$ cat src/rtl/vga_pkg.sv
// Shared colour/level definitions for the VGA pixel output path.
// Imported by the output stage.
package vga_pkg;

  localparam int RGB_W    = 12;
  localparam int NIB_W    = 4;
  localparam int R_LSB    = 0;
  localparam int G_LSB    = 4;
  localparam int B_LSB    = 8;
  localparam int LVL_W    = 4;
  localparam int BUNDLE_W = RGB_W + 3;

  localparam logic [RGB_W-1:0] BLACK = 12'h000;
  localparam logic [RGB_W-1:0] WHITE = 12'hFFF;

  typedef enum logic [1:0] {
    PEND_ZERO = 2'b00,
    PEND_UP   = 2'b01,
    PEND_DN   = 2'b11
  } pend_e;

  typedef struct packed {
    logic             hsync;
    logic             vsync;
    logic             video_on;
    logic [RGB_W-1:0] rgb;
  } pix_t;

  function automatic logic [NIB_W-1:0] sat_add_nib(
    input logic [NIB_W-1:0] nib,
    input logic [LVL_W-1:0] lvl
  );
    logic signed [5:0] sum;
    sum = $signed({2'b00, nib}) + $signed({{2{lvl[LVL_W-1]}}, lvl});
    if (sum < 6'sd0)
      return '0;
    else if (sum > 6'sd15)
      return '1;
    else
      return sum[NIB_W-1:0];
  endfunction

endpackage

$ cat src/rtl/pix_delay_line.sv
// Enable-gated shift register; every stage holds unless en is high.
// Reset value is a parameter so sync bits can idle high.
module pix_delay_line #(
  parameter int               WIDTH   = 15,
  parameter int               DEPTH   = 2,
  parameter logic [WIDTH-1:0] RST_VAL = '0
) (
  input  logic             clk,
  input  logic             rst,
  input  logic             en,
  input  logic [WIDTH-1:0] d,
  output logic [WIDTH-1:0] q
);

  logic [WIDTH-1:0] stage_q [DEPTH];
  logic [WIDTH-1:0] stage_d [DEPTH];

  always_comb begin
    for (int i = 0; i < DEPTH; i++)
      stage_d[i] = stage_q[i];
    if (en) begin
      stage_d[0] = d;
      for (int i = 1; i < DEPTH; i++)
        stage_d[i] = stage_q[i-1];
    end
  end

  always_ff @(posedge clk or posedge rst) begin
    if (rst) begin
      for (int i = 0; i < DEPTH; i++)
        stage_q[i] <= RST_VAL;
    end else begin
      for (int i = 0; i < DEPTH; i++)
        stage_q[i] <= stage_d[i];
    end
  end

  assign q = stage_q[DEPTH-1];

endmodule

$ cat src/rtl/vga_out_stage.sv
// VGA pixel output stage: sync realignment, blanking and a
// brightness offset committed only at frame boundaries.
module vga_out_stage
  import vga_pkg::*;
#(
  parameter int PIPE_DEPTH = 2,
  parameter int LVL_MAX    = 7
) (
  input  logic              clk_100MHz,
  input  logic              reset,
  input  logic              p_tick,
  input  logic              video_on,
  input  logic              hsync_in,
  input  logic              vsync_in,
  input  logic [RGB_W-1:0]  rgb_in,
  input  logic              bright_up,
  input  logic              bright_down,
  output logic              hsync,
  output logic              vsync,
  output logic [RGB_W-1:0]  rgb,
  output logic [LVL_W-1:0]  level,
  output logic              frame_start
);

  localparam logic signed [LVL_W:0] LVL_HI =
    (LVL_W+1)'(LVL_MAX);
  localparam logic signed [LVL_W:0] LVL_LO =
    (LVL_W+1)'(-(LVL_MAX + 1));
  localparam logic [BUNDLE_W-1:0] DLY_RST =
    {1'b1, 1'b1, 1'b0, BLACK};

  pix_t in_pix;
  pix_t dly_pix;

  assign in_pix = {hsync_in, vsync_in, video_on, rgb_in};

  pix_delay_line #(
    .WIDTH   (BUNDLE_W),
    .DEPTH   (PIPE_DEPTH),
    .RST_VAL (DLY_RST)
  ) u_dly (
    .clk (clk_100MHz),
    .rst (reset),
    .en  (p_tick),
    .d   (in_pix),
    .q   (dly_pix)
  );

  logic             hsync_q, hsync_d;
  logic             vsync_q, vsync_d;
  logic [RGB_W-1:0] rgb_q, rgb_d;
  logic [LVL_W-1:0] level_q, level_d;
  logic             fs_q, fs_d;
  pend_e            pend_q, pend_d;
  logic             vs_prev_q, vs_prev_d;
  logic             up_hist_q, up_hist_d;
  logic             dn_hist_q, dn_hist_d;

  logic              up_edge;
  logic              dn_edge;
  logic              boundary;
  pend_e             pend_base;
  logic signed [LVL_W:0] lvl_sum;

  always_comb begin
    hsync_d   = hsync_q;
    vsync_d   = vsync_q;
    rgb_d     = rgb_q;
    level_d   = level_q;
    vs_prev_d = vs_prev_q;
    up_hist_d = bright_up;
    dn_hist_d = bright_down;

    up_edge  = bright_up & ~up_hist_q;
    dn_edge  = bright_down & ~dn_hist_q;
    boundary = p_tick & vs_prev_q & ~vsync_in;
    fs_d     = boundary;

    if (p_tick) begin
      vs_prev_d = vsync_in;
      hsync_d   = dly_pix.hsync;
      vsync_d   = dly_pix.vsync;
      rgb_d     = BLACK;
      if (dly_pix.video_on) begin
        rgb_d[R_LSB +: NIB_W] =
          sat_add_nib(dly_pix.rgb[R_LSB +: NIB_W], level_q);
        rgb_d[G_LSB +: NIB_W] =
          sat_add_nib(dly_pix.rgb[G_LSB +: NIB_W], level_q);
        rgb_d[B_LSB +: NIB_W] =
          sat_add_nib(dly_pix.rgb[B_LSB +: NIB_W], level_q);
      end
    end

    // pend_q encoding doubles as its 2-bit two's complement value
    lvl_sum = $signed({level_q[LVL_W-1], level_q})
            + $signed({{(LVL_W-1){pend_q[1]}}, pend_q});
    if (boundary) begin
      if (lvl_sum > LVL_HI)
        level_d = LVL_HI[LVL_W-1:0];
      else if (lvl_sum < LVL_LO)
        level_d = LVL_LO[LVL_W-1:0];
      else
        level_d = lvl_sum[LVL_W-1:0];
    end

    // a same-clk button edge lands in the freshly cleared value
    pend_base = boundary ? PEND_ZERO : pend_q;
    unique case (1'b1)
      up_edge && !dn_edge:
        pend_d = (pend_base == PEND_DN) ? PEND_ZERO : PEND_UP;
      dn_edge && !up_edge:
        pend_d = (pend_base == PEND_UP) ? PEND_ZERO : PEND_DN;
      default:
        pend_d = pend_base;
    endcase
  end

  always_ff @(posedge clk_100MHz or posedge reset) begin
    if (reset) begin
      hsync_q   <= 1'b1;
      vsync_q   <= 1'b1;
      rgb_q     <= BLACK;
      level_q   <= '0;
      fs_q      <= 1'b0;
      pend_q    <= PEND_ZERO;
      vs_prev_q <= 1'b1;
      up_hist_q <= 1'b0;
      dn_hist_q <= 1'b0;
    end else begin
      hsync_q   <= hsync_d;
      vsync_q   <= vsync_d;
      rgb_q     <= rgb_d;
      level_q   <= level_d;
      fs_q      <= fs_d;
      pend_q    <= pend_d;
      vs_prev_q <= vs_prev_d;
      up_hist_q <= up_hist_d;
      dn_hist_q <= dn_hist_d;
    end
  end

  assign hsync       = hsync_q;
  assign vsync       = vsync_q;
  assign rgb         = rgb_q;
  assign level       = level_q;
  assign frame_start = fs_q;

endmodule

$ cat config.mk
export PLATFORM = sky130hd
export DESIGN_NAME = vga_out_stage
export DESIGN_NICKNAME = d
export VERILOG_FILES = /design/src/rtl/vga_pkg.sv /design/src/rtl/pix_delay_line.sv /design/src/rtl/vga_out_stage.sv
export SDC_FILE = /design/constraint.sdc
export NUM_CORES = 1
export LEC_CHECK = 0
export CORE_ASPECT_RATIO = 1.2
export CORE_MARGIN = 1
export CORE_UTILIZATION = 35
export DETAILED_ROUTE_END_ITERATION = 10
export DONT_BUFFER_PORTS = 1
export SLEW_MARGIN = 40
export SYNTH_ARGS = -nofsm -noshare
export SYNTH_HDL_FRONTEND = slang
export SYNTH_SLANG_ARGS = --single-unit
$ cat constraint.sdc
create_clock -name clk_100MHz -period 2 [get_ports clk_100MHz]
set_input_delay 0.5 -clock clk_100MHz [delete_from_list [all_inputs] [get_ports clk_100MHz]]
set_output_delay 0.5 -clock clk_100MHz [all_outputs]
set_load 0.05 [all_outputs]
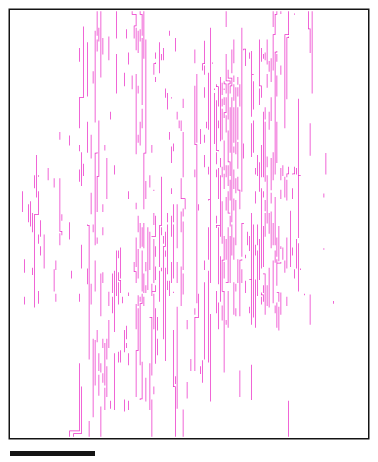
Run 1: the metal 2 layer
Scale bar: 20 um.
The longest straight run is 59.8 um. 267 nets have wire on it.
grt met2 use: 24.2%
final WL: 5790 um
via count: 1,959

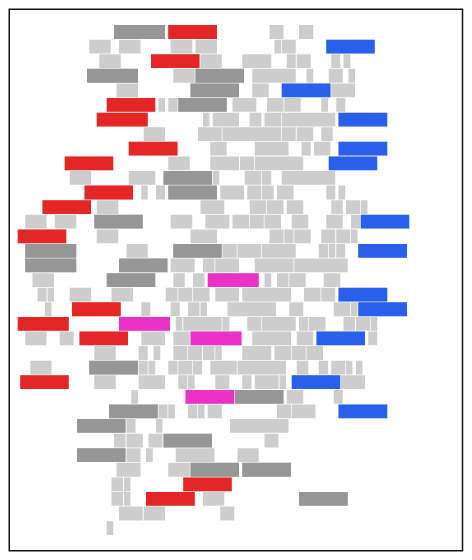
Run 1: register map, names as in the netlist
Other sequential cells in the stronger grey, the rest of the logic in the fainter grey.
Key: magenta = level [flops 4, where centre]; red = u_dly.stage_q [flops 15]; blue = rgb [flops 12]
Another 22 sequential cells are not coloured.
Sequential Power: 0.00197 W
total area of sequential cells: 1340 sq um

==> flow_metrics.py, run 1 <==
# Physical implementation metrics
metrics = {
    "outcome": {
        "status": "complete, but fails checks",
        "violations": "design-rule violations",
    },
    "worst_setup_path": {
        "worstSetupEndpointType": "flop",
        "path_buffers": 0,
        "critPathKind": "flop to flop",
        "crit_slowest_cell": "dfrtp_2",
        "worst_ep_required_time_ps": 2230,
        "worst_path_largest_cell_delay_ps": 510,
        "crit_fanout": 7,
        "cp_top_family": "AND-OR/OR-AND gates",
        "cp-start-kind": "flop",
        "r2r_cells": 5,
        "crit_path_start": "level[1]$_DFFE_PP0P_",
        "ff2ff_setup_slack_ps": 8,
    },
    "synth": {
        "area_leaders": "dfrtp_1, mux2_2, ha_1",
        "syn_inst": 246,
        "syn_area_per_cell_sq_um": 11.5,
        "ys_sh_simple_pct": 5.95,
        "yosys_most_used_dff": "dfrtp_1",
        "ys_cells": 246,
        "ys_seq_share_pct": 47.0,
        "async_flop_share_pct": 100,
        "topCombFamilyByArea": "AND-OR/OR-AND gates",
        "yosys.area.top_type_share_pct": 41.4,
        "most_common_cell": "dfrtp_1",
        "ys_sh_aoi_pct": 18.8,
    },
    "timing": {
        "slew_viol_final": 0,
        "worst_pin_slew_ps": 528,
        "setup_violations": 0,
        "finClkSkew_ps": 5.13,
        "period_used_pct": 99.6,
        "max_freq_mhz": 502,
        "rsz0062_at_grt": "true",
        "hold_viol": 0,
    },
    "drt": {
        "antenna_left": 0,
        "drtIter0Drc": 98,
        "drc": 4,
        "vias_per_cell": 5.52,
        "firstDrtPassIters": 7,
    },
    "clock_network": {
        "numCtsBuffers": 5,
        "cts_tree": "yes",
        "path_clk_slew_ps": 100,
        "ctsHoldBuffers": 0,
        "cts_max_level": 2,
        "clock.latency.late_pin_ps": 310,
        "cts-root-buf": "clkbuf_8",
    },
    "power": {
        "p_leak_nw": 1.46,
        "p_sw_w": 0.00209,
        "pwr-share-seq_pct": 40.4,
        "ir_worst_vdd_uv": 497,
        "combPwrFrac_pct": 41.9,
    },
    "floorplan": {
        "fp.dieW_um": 84.2,
        "fp_util_pct": 36.6,
        "core_area_sq_um": 7750,
    },
    "final_layout": {
        "drive_above_1_share_pct": 33.1,
        "logic_area_sq_um": 1570,
    },
    "worst_hold_path": {
        "hold_class": "input pin to asynchronous set/reset pin",
    },
    "run": {
        "drv_cap": 0,
    },
    "placement": {
        "placed_cells": 344,
        "dp_hpwl_um": 4150,
    },
    "global_route": {
        "antenna_found_initial": 0,
    },
}
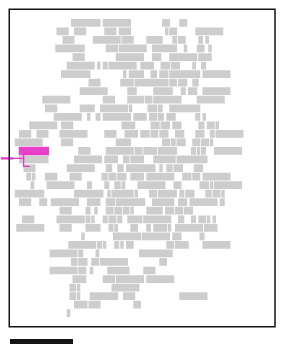
Run 1: nets reached from selected ports
Scale bar: 20 um.
Key: magenta = vsync [bits 1, direction output, edge left, end cells 1, buffers 0, wire 17.2 um]
IO Port Bufs: 0
I/O pins: 39

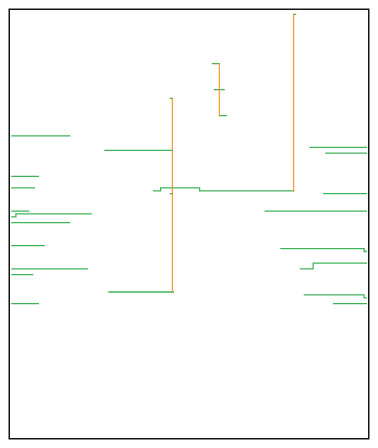
Run 1: routed metal, one colour a layer
Two of the layers only.
Key: green = met3 [wire length 287 um]; orange = met4 [wire length 99.3 um]
WL per Instance: 16.3 um
total track usage: 14.3%

-- run 1: power by group through the flow --
stage	clock (W)	sequential, W	combinational [W]
finish	0.000864	0.00197	0.00204
global route	0.000925	0.00202	0.00229
CTS	0.000884	0.00197	0.00179
detailed placement	0	0.00199	0.00177
global placement	0	0.00197	0.00173
floorplan	0	0.00203	0.00123
-- run 1: repair_timing --
action | CTS | global route
gates resized | 0 | 21
setup endpoints to repair | 0 | 12
buffers inserted | 0 | 3
-- run 1: sequential cells by signal, summed over array words and instances, names as in the netlist --
signal         cells
vsync              1
u_dly.q           15
dn_hist_q          1
frame_start        1
hsync              1
up_hist_q          1
pend_q             2
rgb               12
level              4
u_dly.stage_q     15
-- run 1: stage by stage --
stage          hold slack [ps]  power (W)  util, %  area (sq um)
6_report                  82.7    0.00488     43.2          3350
4_1_cts                   93.4    0.00464     41.1          3190
2_1_floorplan              446    0.00326        -          2860
5_1_grt                    109    0.00524     43.2          3350
3_3_place_gp               424    0.00370     39.4          3050
3_5_place_dp               434    0.00375     39.4          3050
-- run 1: layout make-up --
type / count / share of cell area [%]
inverters: 13 / 1.46
clock buffers: 5 / 2.05
repair buffers: 17 / 4.18
clock inverters: 3 / 1.94
well taps: 92 / 3.44
multi-input cells: 172 / 47.0
flip-flops and latches: 53 / 39.9
-- run 1: worst reg2reg max path: cells and delay by family, from the launching register on --
family / cells / cell delay [ps]
fa+ha+maj: 1 / 240
compound gates: 4 / 1170
flops: 1 / 510
-- run 1: metal layers --
metal	vias up	global-route usage (%)	wire length, um
met5	-	0	0
met4	0	4.77	99
met3	8	3.69	286
met2	32	24.2	2820
met1	982	17.7	2590
li1	937	-	-
--- run 2 (diff from run 1) ---
--- a/constraint.sdc
+++ b/constraint.sdc
@@ -3,2 +3,2 @@
 set_output_delay 0.5 -clock clk_100MHz [all_outputs]
-set_load 0.05 [all_outputs]
+set_load 0.005 [all_outputs]
==> run 2 against run 1 <==
  * The run still ends with design-rule violations left
  * Die area did not move
  * Clock skew fell by 1.4 ps
  * Cell area fell by 1.2%
  * Clock-buffer cell count rose by 1
  * Sequential power fell by 17%
  * Fmax fell by 0.35%
  * Critical path depth did not move
  * Utilization fell by 0.53 points
  * Routed wire length fell by 5.0%
  * Synthesized cell count did not move
==> flow_metrics.py, run 2 <==
# Physical implementation metrics
metrics = {
    "outcome": {
        "status": "complete, but fails checks",
        "violations": "design-rule violations",
    },
    "global_route": {
        "overflow": 0,
        "grt_max_degree": 41,
        "use_met2_pct": 22.1,
        "grt_usage_pct": 13.8,
        "top_usage_layer": "met2",
        "use_met3_pct": 3.19,
        "antenna_found_initial": 0,
        "gr-usage-met1_pct": 18.5,
        "grt_pass1_wl_um": 9340,
    },
    "drt": {
        "wl_met3_um": 224,
        "drtIter0Drc": 78,
        "wl_um": 5500,
        "antenna_left": 0,
        "firstDrtPassIters": 7,
        "wl_met2_um": 2520,
        "vias_per_cell": 5.41,
        "drc": 6,
        "highest_layer": "met4",
        "wl_met1_um": 2640,
    },
    "power": {
        "p_leak_nw": 1.41,
        "switching_share_pct": 37.7,
        "p_sw_w": 0.00160,
        "ir_worst_vdd_uv": 511,
        "pg_comb_w": 0.00188,
        "combPwrFrac_pct": 44.1,
        "maxPowerGroup": "combinational cells",
        "pwr-share-seq_pct": 38.6,
        "powerDensity_nw_per_um2": 1290,
        "p_clk_w": 0.000735,
        "finalPower_w": 0.00425,
    },
    "synth": {
        "adder_share_pct": 12.1,
        "mux_share_pct": 11.1,
        "yosys.area.top_type_share_pct": 41.4,
        "async_flop_share_pct": 100,
        "yosys_most_used_dff": "dfrtp_1",
        "ys_sh_simple_pct": 5.95,
        "ys_seq_share_pct": 47.0,
        "topCombFamilyByArea": "AND-OR/OR-AND gates",
        "most_common_cell": "dfrtp_1",
        "ys_cells": 246,
        "syn_inst": 246,
        "area_leaders": "dfrtp_1, mux2_2, ha_1",
        "ys_sh_aoi_pct": 18.8,
        "syn_area_per_cell_sq_um": 11.5,
        "yosys_area_sq_um": 2840,
        "syn_area_sq_um": 2840,
    },
    "placement": {
        "gpl.final_weighted_congestion": 0.837,
        "dp_slack_ps": -1.00,
        "dpl-instance-area_sq_um": 3000,
        "placed_cells": 339,
        "portBuffers": 0,
        "dp_hpwl_um": 4000,
    },
    "worst_setup_path": {
        "crit_fanout": 6,
        "worst_ep_required_time_ps": 2230,
        "critPathKind": "flop to flop",
        "worstSetupEndpointType": "flop",
        "cp-start-kind": "flop",
    },
    "final_layout": {
        "nNetsFinal": 299,
        "lay_top_count": "dfrtp_1",
        "instances_no_fill": 347,
        "logic_area_sq_um": 1610,
        "fillCellCount": 723,
        "register_area_sq_um": 1340,
        "final_area_sq_um": 3310,
        "area_growth_pct": 16.5,
        "antenna_cells": 0,
        "drive_above_1_share_pct": 31.4,
    },
    "timing": {
        "holdWs_ps": 54.2,
        "setup_violations": 0,
        "period_used_pct": 100,
        "slew_viol_final": 0,
        "slew_headroom_pct": 72.9,
        "worst_pin_slew_ps": 406,
        "tns_ps": 0,
        "rsz0062_at_grt": "true",
        "max_freq_mhz": 500,
        "min_period_ps": 2000,
        "hold_viol": 0,
        "finClkSkew_ps": 3.76,
        "fin_ws_ps": 0.884,
    },
    "clock_network": {
        "ctsHoldBuffers": 0,
        "cts_tree": "yes",
        "cts-root-buf": "clkbuf_8",
        "cts_sinks": 53,
        "cts_buffer_depth": 2,
        "cts_setup_buffers": 0,
        "clock.latency.late_pin_ps": 300,
        "path_clk_slew_ps": 100,
        "numCtsBuffers": 5,
        "cts_max_level": 2,
    },
    "floorplan": {
        "ios": 39,
        "fp.dieW_um": 84.2,
        "fp_util_pct": 36.6,
        "dieArea_sq_um": 8480,
        "core_area_sq_um": 7750,
        "fp-row-count": 35,
    },
    "worst_hold_path": {
        "hold_class": "input pin to asynchronous set/reset pin",
    },
    "run": {
        "openroad.warnings": 31,
        "drv_cap": 0,
    },
}
[run 2: cell counts after synthesis]
Identical to the previous run, type by type.
[run 2: area by class of cell]
type,instances,share of cell area [%]
Clock buffer,6,2.19
Clock inverter,2,1.17
Inverter,13,1.48
Multi-Input combinational cell,172,48.8
Tap cell,92,3.48
Timing Repair Buffer,9,2.42
Sequential cell,53,40.5
[run 2: cells by family (layout without fill, tap and decap cells)]
group / count (synthesis) / count (layout)
AND-OR/OR-AND: 76 / 76
XOR/XNOR: 7 / 7
adder cells (fa/ha/maj): 25 / 25
buffers and inverters: 21 / 30
flip-flops: 53 / 53
multiplexers: 28 / 28
AND/OR/NAND/NOR: 36 / 36
[run 2: final timing paths]
kind / start / end / slack (ps) / cells after the start
min in group clk_100MHz: bright_down / dn_hist_q$_DFF_PP0_ / 210 / 0
setup / recovery: level[1]$_DFFE_PP0P_ / rgb[2]$_DFFE_PP0P_ / 0.9 / 5
setup reg to reg: level[1]$_DFFE_PP0P_ / rgb[2]$_DFFE_PP0P_ / 0.9 / 5
max in group asynchronous: reset / u_dly.stage_q[29]$_DFFE_PP1P_ / 1360 / 2
hold / removal: reset / dn_hist_q$_DFF_PP0_ / 50 / 1
hold reg to reg: u_dly.q[13]$_DFFE_PP1P_ / u_dly.q[13]$_DFFE_PP1P_ / 480 / 2
[run 2: repair_timing]
| item | in CTS | in global routing |
|---|---|---|
| gates resized | 2 | 28 |
| pin swaps | 0 | 14 |
| setup endpoints to repair | 4 | 15 |
| cloned | 0 | 0 |
[run 2: worst max-delay path: stages, from the launching register on]
cell	delay, ps
dfrtp_2	500
ha_1	340
a211o_4	360
a211o_1	270
o31a_1	290
a22oi_1	160
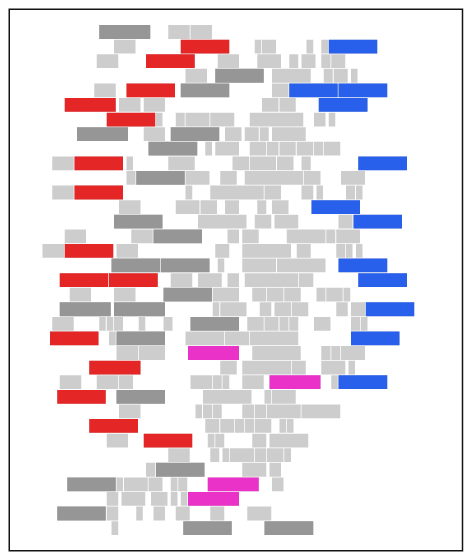
Run 2: register map, names as in the netlist
Other sequential cells in the stronger grey, the rest of the logic in the fainter grey.
Key: red = u_dly.stage_q [flops 15]; blue = rgb [flops 12]; magenta = level [flops 4, where bottom centre]
Another 22 sequential cells are not coloured.
Final Util: 42.7%
Seq/total area: 40.5%
Sequential Power: 0.00164 W

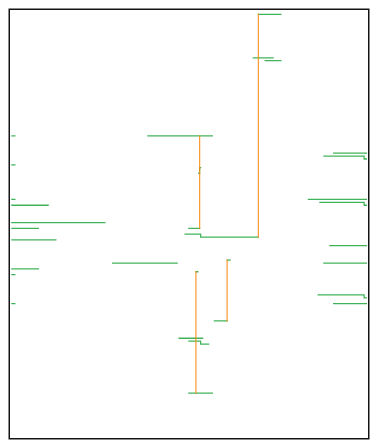
Run 2: routed metal, one colour a layer
Two of the layers only.
Key: green = met3 [wire length 225 um]; orange = met4 [wire length 117 um]
WL per Instance: 15.9 um
via count: 1,878

--- run 3 (diff from run 2) ---
- ABC_AREA: not set -> 1
==> run 3 against run 2 <==
  * The run now ends clean
  * First-iteration DRC count is 72% higher
  * Non-clock buffer count shrank 4
  * Sequential power down 9%
  * Cell area shrank 4.8%
==> flow_metrics.py, run 3 <==
# Physical implementation metrics
metrics = {
    "worst_setup_path": {
        "critPathKind": "flop to flop",
        "critPathArrivalTime_ps": 2060,
        "worstPathCellList": "ha_1, fa_1, nand2_1, nand2_1, a21oi_1, nand3_2, nand3_1, nand2_1, nand2_1",
        "worstSetupEndpointType": "flop",
        "path_common_cell": "nand2_1",
        "path_buffers": 0,
        "crit_fanout": 4,
        "worst_path_largest_cell_delay_ps": 440,
        "cp-start-kind": "flop",
        "cp_top_family": "adder cells",
        "crit_slowest_cell": "dfrtp_1",
        "worst_ep_required_time_ps": 2250,
    },
    "clock_network": {
        "cts_sinks": 53,
        "numCtsBuffers": 5,
        "ctsHoldBuffers": 0,
        "cts_tree": "yes",
        "cts_buffer_depth": 2,
        "cts-root-buf": "clkbuf_8",
        "path_clk_slew_ps": 100,
        "cts_max_level": 2,
        "clock.latency.late_pin_ps": 310,
    },
    "timing": {
        "rsz0062_at_grt": "false",
        "hold_viol": 0,
        "setup_violations": 0,
        "tns_ps": 0,
        "fin_ws_ps": 187,
        "slew_viol_final": 0,
        "slew_headroom_pct": 72.6,
        "worst_pin_slew_ps": 411,
        "min_period_ps": 1810,
        "max_freq_mhz": 552,
        "period_used_pct": 90.6,
        "finClkSkew_ps": 9.22,
    },
    "drt": {
        "vias_per_cell": 4.72,
        "firstDrtPassIters": 4,
        "drtIter0Drc": 134,
        "wl_met2_um": 2490,
        "highest_layer": "met4",
        "wl_met3_um": 201,
        "wl_met1_um": 2600,
        "drc": 0,
        "wl_per_cell_um": 12.0,
        "antenna_left": 0,
    },
    "power": {
        "switching_share_pct": 38.2,
        "pg_comb_w": 0.00135,
        "powerDensity_nw_per_um2": 1140,
        "maxPowerGroup": "registers",
        "combPwrFrac_pct": 37.7,
        "p_sw_w": 0.00137,
        "ir_worst_vdd_uv": 430,
        "p_leak_nw": 1.69,
        "clockPowerShare_pct": 20.5,
        "p_clk_w": 0.000735,
        "seq_cell_power_w": 0.00150,
        "internal-power_w": 0.00222,
        "pwr-share-seq_pct": 41.9,
    },
    "floorplan": {
        "core_area_sq_um": 8060,
        "fp.dieW_um": 85.1,
        "dieArea_sq_um": 8660,
        "dieHeight_um": 102,
        "fp-row-count": 36,
        "ios": 39,
        "fp_util_pct": 36.0,
    },
    "synth": {
        "yosysUniqueCellTypes": 22,
        "topCombFamilyByArea": "simple AND/OR/NAND/NOR gates",
        "syn-num-nets": 401,
        "ys_sh_aoi_pct": 6.43,
        "area_leaders": "dfrtp_1, nand2_1, ha_1",
        "adder_share_pct": 11.8,
        "ys_cells": 356,
        "async_flop_share_pct": 100,
        "edf_count": 0,
        "syn_inst": 356,
        "yosys.area.top_type_share_pct": 40.6,
        "most_common_cell": "nand2_1",
        "syn_area_per_cell_sq_um": 8.15,
        "yosys_area_sq_um": 2900,
        "xor_area_share_pct": 1.51,
        "mux_share_pct": 0,
        "yosysWarnings": 0,
        "top_area_cell": "dfrtp_1",
        "ys_ff": 53,
        "top_cells_by_count": "nand2_1, dfrtp_1, inv_1",
        "syn_area_sq_um": 2900,
        "ys_sh_simple_pct": 27.0,
        "ys_seq_share_pct": 46.0,
        "yosys_most_used_dff": "dfrtp_1",
    },
    "global_route": {
        "grt_max_degree": 39,
        "grt_usage_pct": 14.0,
        "grt_pass1_vias": 2135,
        "use_met3_pct": 3.10,
        "antenna_found_initial": 0,
        "overflow": 0,
        "grt_pass1_wl_um": 9660,
        "top_usage_layer": "met2",
        "gr-usage-met1_pct": 17.7,
    },
    "run": {
        "openroad.warnings": 30,
        "drv_cap": 0,
    },
    "final_layout": {
        "area_growth_pct": 8.58,
        "lay_top_count": "nand2_1",
        "fillCellCount": 813,
        "nNetsFinal": 405,
        "antenna_cells": 0,
        "drive_above_1_share_pct": 9.97,
        "layout_top_cells": "nand2_1, dfrtp_1, inv_1",
    },
    "placement": {
        "placed_cells": 448,
        "dp_slack_ps": 97.1,
        "portBuffers": 0,
        "dp_hpwl_um": 4070,
        "gpl.final_weighted_congestion": 0.835,
    },
    "worst_hold_path": {
        "hold_class": "input pin to asynchronous set/reset pin",
    },
    "outcome": {
        "status": "finished, final reports clean",
    },
}
-- run 3: netlist changes by cell type in the layout (fill, tap and decap cells not counted), sizes merged, moves of 6 or more --
cell   delta
nand4     +7
a22oi    -12
a211o     -6
o21ai    +13
inv      +35
a21oi     -8
nand3    +29
nand2   +116
mux2     -28
-- run 3: timing repair --
item	CTS	global route
setup buffers	0	0
resized	0	2
endpoints found under the setup margin	0	6
-- run 3: through the flow --
step / hold WS, ps / instance area (sq um) / power (W)
after global placement: 400 / 3030 / 0.00285
after floorplan: 442 / 2900 / 0.00255
after CTS: 52.7 / 3150 / 0.00364
after global routing: 69.3 / 3150 / 0.00395
final: 47.6 / 3150 / 0.00359
after detailed placement: 401 / 3030 / 0.00288
-- run 3: path summary, 6_finish.rpt --
| kind | start | end | slack, ps | cells past startpoint |
|---|---|---|---|---|
| max reg2reg | level[0]$_DFFE_PP0P_ | rgb[6]$_DFFE_PP0P_ | 190 | 9 |
| min | reset | up_hist_q$_DFF_PP0_ | 50 | 1 |
| max | level[0]$_DFFE_PP0P_ | rgb[6]$_DFFE_PP0P_ | 190 | 9 |
| min reg2reg | u_dly.q[14]$_DFFE_PP1P_ | hsync$_DFFE_PP1P_ | 470 | 2 |
| min in group clk_100MHz | bright_up | up_hist_q$_DFF_PP0_ | 210 | 0 |
| max in group asynchronous | reset | u_dly.stage_q[28]$_DFFE_PP1P_ | 1360 | 2 |
-- run 3: cell type report --
cell class | count | area, sq um | share of cell area, %
clock buffer | 6 | 72.6 | 2.30
clock inverter | 2 | 38.8 | 1.23
inverter | 47 | 176 | 5.60
multi-input combinational | 248 | 1360 | 43.1
sequential | 53 | 1340 | 42.4
tap | 95 | 119 | 3.77
timing repair buffer | 5 | 50.0 | 1.59
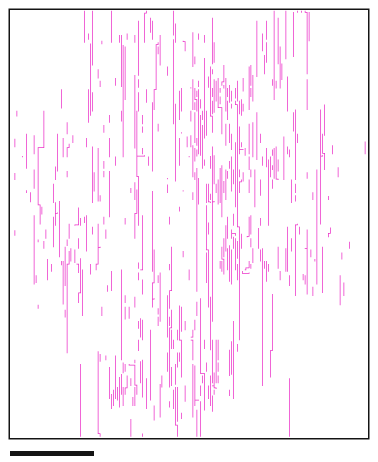
Run 3: the metal 2 layer
Scale bar: 20 um.
The layer holds 46% of the routed length. The layer carries 2,490 um of wire. 287 nets have wire on it. The longest straight run is 41.5 um.
via count: 2,151
final WL: 5460 um
grt met2 use: 22.7%

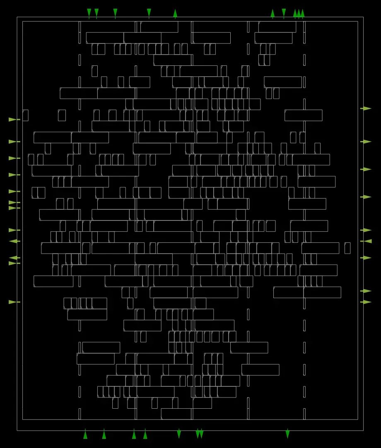
Run 3: cell outlines without signal wires
seq_cells: 53
Final Util: 39.1%
Non-Filler Instances: 456
Tapcell Cnt: 95

Power is estimated from default activity; no workload was simulated.
